===== config.mk =====
export PLATFORM = sky130hd
export DESIGN_NAME = des_key_schedule_seq
export DESIGN_NICKNAME = d
export VERILOG_FILES = /design/src/rtl/des_key_schedule_seq.sv
export SDC_FILE = /design/constraint.sdc
export NUM_CORES = 1
export LEC_CHECK = 0
export ABC_AREA = 1
export CORE_AREA = 2 2 127 117
export CTS_CLUSTER_DIAMETER = 80
export DETAILED_ROUTE_END_ITERATION = 8
export DIE_AREA = 0 0 129 119
export DONT_BUFFER_PORTS = 1
export GPL_ROUTABILITY_DRIVEN = 0
export GPL_TIMING_DRIVEN = 0
export SLEW_MARGIN = 5
export SYNTH_ARGS = -nofsm -noshare
export SYNTH_HDL_FRONTEND = slang
export SYNTH_SLANG_ARGS = --single-unit

===== constraint.sdc =====
create_clock -name clk -period 1.85 [get_ports clk]
set_clock_uncertainty 0.15 [all_clocks]
set_input_delay 0.185 -clock clk [delete_from_list [all_inputs] [get_ports clk]]
set_output_delay 0.185 -clock clk [all_outputs]
set_load 0.01 [all_outputs]

===== src/rtl/des_key_schedule_seq.sv =====
// des_key_schedule_seq
// Sequential DES key schedule. Accepts a 64-bit key on a valid/ready
// handshake and emits the 16 round keys over a second valid/ready
// handshake: K1..K16 for encryption (left rotations of C/D), K16..K1 for
// decryption (right rotations). PC-1 and PC-2 follow FIPS 46-3, with
// bit 0 as the MSB.
//
// Handshakes: a transfer happens on the rising edge where valid and ready
// are both high. key_ready and rk_valid come only from the state register,
// so neither depends on the partner's valid/ready in the same cycle.
//
// Optional build macro DES_KEY_PARITY_CHECK_EN: when defined, an offered
// key whose bytes do not all have odd parity is consumed, produces a
// one-cycle parity_err pulse and no round keys. When undefined, parity
// bits are ignored and parity_err is tied low.
//
// dbg_state exposes the FSM state (0 = IDLE, 1 = RUN).
module des_key_schedule_seq #(
  parameter bit RK_CLEAR = 1'b1
) (
  input  logic        clk,
  input  logic        rst,
  input  logic        key_valid,
  output logic        key_ready,
  input  logic [0:63] key,
  input  logic        decrypt,
  output logic [0:47] round_key,
  output logic [3:0]  round_num,
  output logic        rk_valid,
  input  logic        rk_ready,
  output logic        done,
  output logic        parity_err,
  output logic        dbg_state
);

  typedef enum logic {
    IDLE = 1'b0,
    RUN  = 1'b1
  } state_t;

  // Tables are 1-based bit numbers as printed in FIPS 46-3.
  localparam int PC1_TAB [0:55] = '{
    57, 49, 41, 33, 25, 17,  9,  1, 58, 50, 42, 34, 26, 18,
    10,  2, 59, 51, 43, 35, 27, 19, 11,  3, 60, 52, 44, 36,
    63, 55, 47, 39, 31, 23, 15,  7, 62, 54, 46, 38, 30, 22,
    14,  6, 61, 53, 45, 37, 29, 21, 13,  5, 28, 20, 12,  4
  };

  localparam int PC2_TAB [0:47] = '{
    14, 17, 11, 24,  1,  5,  3, 28, 15,  6, 21, 10,
    23, 19, 12,  4, 26,  8, 16,  7, 27, 20, 13,  2,
    41, 52, 31, 37, 47, 55, 30, 40, 51, 45, 33, 48,
    44, 49, 39, 56, 34, 53, 46, 42, 50, 36, 29, 32
  };

  function automatic logic [0:55] pc1(input logic [0:63] k);
    logic [0:55] r;
    r = '0;
    for (int j = 0; j < 56; j++) begin
      r[j] = k[6'(PC1_TAB[j] - 1)];
    end
    return r;
  endfunction

  function automatic logic [0:47] pc2(input logic [0:55] cd);
    logic [0:47] r;
    r = '0;
    for (int j = 0; j < 48; j++) begin
      r[j] = cd[6'(PC2_TAB[j] - 1)];
    end
    return r;
  endfunction

  // Shift schedule: rounds 1, 2, 9 and 16 shift by one, all others by two.
  function automatic logic shift_two(input logic [4:0] n);
    return !((n == 5'd1) || (n == 5'd2) || (n == 5'd9) || (n == 5'd16));
  endfunction

  // Left rotation moves bits toward index 0 (the MSB end).
  function automatic logic [0:27] rotl(input logic [0:27] h, input logic two);
    return two ? {h[2:27], h[0:1]} : {h[1:27], h[0]};
  endfunction

  function automatic logic [0:27] rotr(input logic [0:27] h, input logic two);
    return two ? {h[26:27], h[0:25]} : {h[27], h[0:26]};
  endfunction

  state_t      r_state;
  state_t      w_state_nxt;
  logic [0:55] r_cd;
  logic [4:0]  r_step;
  logic        r_mode;
  logic        r_done;

  logic [0:55] w_pc1;
  logic        w_accept;
  logic        w_load;
  logic        w_hs;
  logic        w_last;
  logic        w_parity_ok;
  logic        w_enc_two;
  logic        w_dec_two;

  assign w_pc1    = pc1(key);
  assign w_accept = key_valid && key_ready;
  assign w_load   = w_accept && w_parity_ok;
  assign w_hs     = rk_valid && rk_ready;
  assign w_last   = w_hs && (r_step == 5'd16);

  // Shift amount for the key after the current one, in each direction.
  assign w_enc_two = shift_two(r_step + 5'd1);
  assign w_dec_two = shift_two(5'd17 - r_step);

`ifdef DES_KEY_PARITY_CHECK_EN
  logic r_perr;

  // Every key byte must carry odd parity.
  always_comb begin
    w_parity_ok = 1'b1;
    for (int b = 0; b < 8; b++) begin
      if (!(^key[8*b +: 8])) w_parity_ok = 1'b0;
    end
  end

  // One-cycle pulse for a consumed key that failed the parity check.
  always_ff @(posedge clk) begin
    if (rst) r_perr <= 1'b0;
    else     r_perr <= w_accept && !w_parity_ok;
  end

  assign parity_err = r_perr;
`else
  logic w_unused_parity;

  assign w_parity_ok     = 1'b1;
  assign parity_err      = 1'b0;
  assign w_unused_parity = ^{key[7], key[15], key[23], key[31],
                             key[39], key[47], key[55], key[63]};
`endif

  // FSM state register.
  always_ff @(posedge clk) begin
    if (rst) r_state <= IDLE;
    else     r_state <= w_state_nxt;
  end

  // Next-state and handshake outputs.
  always_comb begin
    w_state_nxt = r_state;
    key_ready   = 1'b0;
    rk_valid    = 1'b0;
    unique case (r_state)
      IDLE: begin
        key_ready = 1'b1;
        if (w_load) w_state_nxt = RUN;
      end
      RUN: begin
        rk_valid = 1'b1;
        if (w_last) w_state_nxt = IDLE;
      end
      default: w_state_nxt = IDLE;
    endcase
  end

  // C/D rotator, step counter, mode latch and done pulse.
  always_ff @(posedge clk) begin
    if (rst) begin
      r_cd   <= '0;
      r_step <= 5'd1;
      r_mode <= 1'b0;
      r_done <= 1'b0;
    end else begin
      r_done <= w_last;
      if (w_load) begin
        r_mode <= decrypt;
        r_step <= 5'd1;
        // Decrypt starts from C0/D0, which equals C16/D16 (total shift 28).
        r_cd   <= decrypt ? w_pc1
                          : {rotl(w_pc1[0:27], 1'b0), rotl(w_pc1[28:55], 1'b0)};
      end else if (w_hs && !w_last) begin
        r_step <= r_step + 5'd1;
        r_cd   <= r_mode ? {rotr(r_cd[0:27], w_dec_two), rotr(r_cd[28:55], w_dec_two)}
                         : {rotl(r_cd[0:27], w_enc_two), rotl(r_cd[28:55], w_enc_two)};
      end
    end
  end

  assign round_num = r_mode ? 4'(5'd16 - r_step) : 4'(r_step - 5'd1);
  assign round_key = (RK_CLEAR && !rk_valid) ? '0 : pc2(r_cd);
  assign done      = r_done;
  assign dbg_state = r_state;

endmodule


==> images/final_congestion.png <==
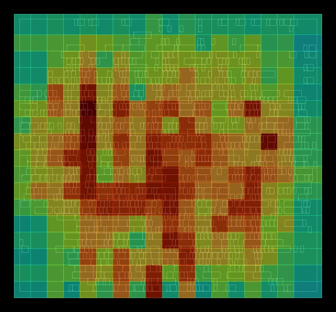
Total GRT Usage: 27.3%
met2 Use GR: 42.0%
busiest grt layer: met2

==> images/cell_classes.png <==
Scale bar: 50 µm.
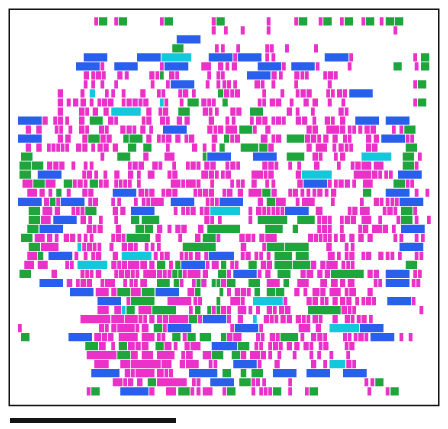
legend:
  clock drivers and dummy loads:
    color: cyan
    cells: 15
  other buffers and delay cells:
    color: green
    cells: 142
  all other logic:
    color: magenta
    cells: 837
  flip-flops:
    color: blue
    cells: 64

==> images/metal_stack.png <==
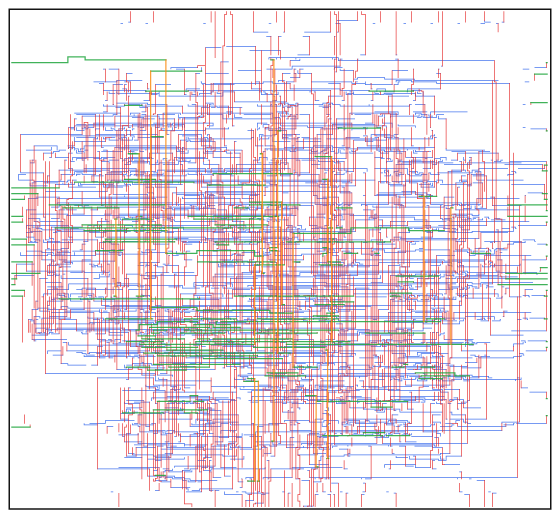
legend:
  met4:
    color: orange
    wire_length: 624 µm
  met3:
    color: green
    wire_length: 1550 µm
  met2:
    color: red
    wire_length: 9570 µm
  met1:
    color: blue
    wire_length: 9250 µm
Routed wire per std cell: 16.7 µm
vias: 6718
total wire length: 21000 µm

==> images/clock_map.png <==
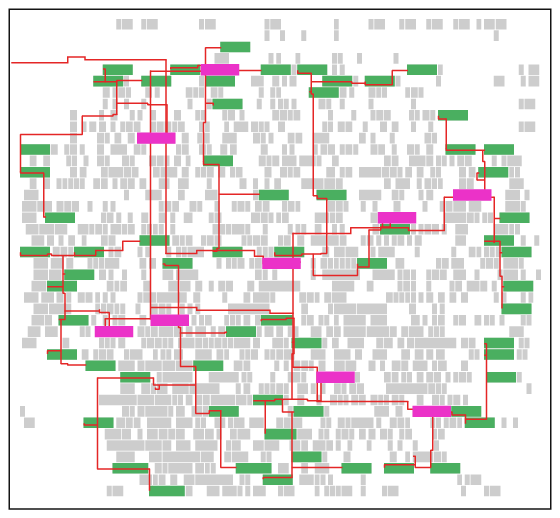
legend:
  flip-flops:
    color: green
    count: 64
  cells driving clock nets:
    color: magenta
    count: 9
  clock wires:
    color: red
    length: 1170 µm
flops lie: widely spread
routed clock nets: 10
clock share of power: 26.0%
P_clk: 1580 µW

==> images/pdn.png <==
Scale bar: 50 µm. Pins as bars on the die edge. Tap cells in gray.
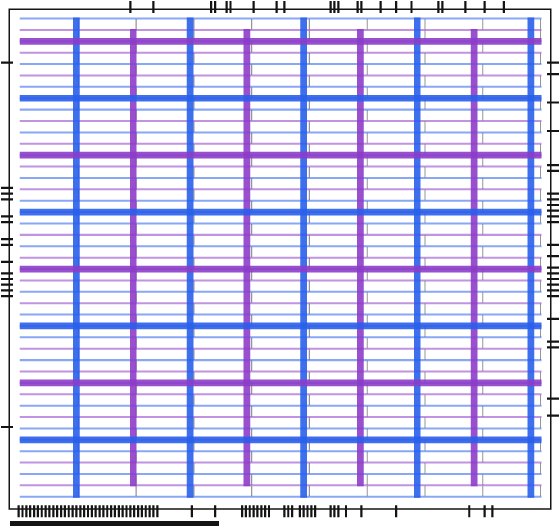
legend:
  VSS:
    color: blue
  VDD:
    color: purple
signal pins: 126
tap cells: 198
met5 straps: 8
met1 rails: 43
rows: 42

## worst paths after layout
kind	startpoint	to	slack, ns
max	r_step[1]$_SDFFE_PP0P_	r_cd[12]$_SDFFE_PP0P_	-0.29
min	key[8]	r_cd[5]$_SDFFE_PP0P_	0.01
max reg2reg	r_step[1]$_SDFFE_PP0P_	r_cd[12]$_SDFFE_PP0P_	-0.29
min reg2reg	r_cd[8]$_SDFFE_PP0P_	r_cd[8]$_SDFFE_PP0P_	0.31
## cells by family after synthesis
group                      synth area share, %
and+or+nand+nor                           42.7
buffers and inverters                     19.4
AOI/OAI and AO/OA                         12.0
DFF                                       23.3
adders and majority gates                 1.59
xor gates and xnor gates                 0.954
other                                   0.0681
## worst min-delay path, cell delays in order
cell and delay [ns]:
a22oi_1 0.05, o21ai_0 0.07, inv_1 0.04, a21oi_1 0.12
==> flow_metrics.tcl <==
# place-and-route summary
set metrics [dict create \
    status "finished, violations left" \
    violations "negative setup slack" \
    antenna_found_initial 0 \
    clockBufferCount 14 \
    layout.cells.non_filler 1256 \
    synthFlopType "dfxtp_1" \
    power.density_nw_per_um2 842 \
    period_minus_slack_ns 2.14 \
    clockBufferDepth 2 \
    edf_count 0 \
    comb_area_um2 3520 \
    p_comb_uw 2930 \
    rows 42 \
    final_area_um2 7220 \
    avgSynthCellArea_um2 5.68 \
    top_regs "r_cd x56, r_step x5" \
    rsz0062_at_grt "true" \
    fp_util_pct 38.7 \
    yosysWarnings 0 \
    maxPowerGroup "combinational cells" \
    biggestCellCategory "logic gates" \
    finalHoldViolations 0 \
    power_switching_uw 2450 \
    antenna_cells 0 \
    arrival_ns 2.22 \
    first_pass_iters 6 \
    largest_reg_flops 56 \
    synth_cell_type_count 29 \
    wl_met3_um 1550 \
    met1_length_um 9250 \
    setup_viol 56 \
    ys_seq_share_pct 23.3 \
    critical-path-max-stage-delay_ns 0.41 \
    sh_comb_area_pct 48.7 \
    top_cell "nand2_1" \
    chipArea_um2 15400 \
    clock-sinks 64 \
    start_kind "flip-flop" \
    cp_max_fo 10 \
    area_delta_synth_final_pct 31.1 \
    critPathKind "reg2reg" \
    p_int_uw 3640 \
    cts_inserted_buffers 9 \
    hold_path.class "in2reg" \
    vias_per_cell 5.35 \
    drtIter0Drc 784 \
    lay_top_count "nand2_1" \
    drtAntennaViolNets 0 \
    power_uw 6080 \
    grt_pass1_vias 6055 \
    drc 0 \
    fin_ws_ns -0.287 \
    p_comb_share_pct 48.1 \
    lay_top_cells "290 x nand2_1, 202 x nand3_1, 131 x inv_1" \
    cts_tree "built" \
    crit_chain "inv_6, ha_4, inv_2, nand2_2, nand3_1, nand2_1, nand3b_2, nand2_2, buf_4, inv_8, buf_8, nand2_1, nand3_1, nand3_1, nand2_1, inv_1" \
    taps 198 \
    io_pins 126 \
    min_period_over_period_pct 115 \
    synthArstFlopShare_pct 0 \
    area_leaders "dfxtp_1 23%, nand2_1 21%, nand3_1 19%" \
    cp_data_required_time_ns 1.94 \
    grtUsageMet1_pct 36.9 \
    ys_area_um2 5510 \
    place_ws_ns -0.550 \
    top_cell_area_share_pct 23.3 \
    overflow 0 \
    coreArea_um2 14200 \
    netlist_area_um2 5510 \
    max_freq_ghz 0.468 \
    highest_layer "met4" \
    cts_max_level 3 \
    yosys_cells 970 \
    clock_area_share_pct 3.59 \
    hold_slack_ns 0.0138 \
]
Power figures rest on the tool's default switching activity, not on a simulated workload.
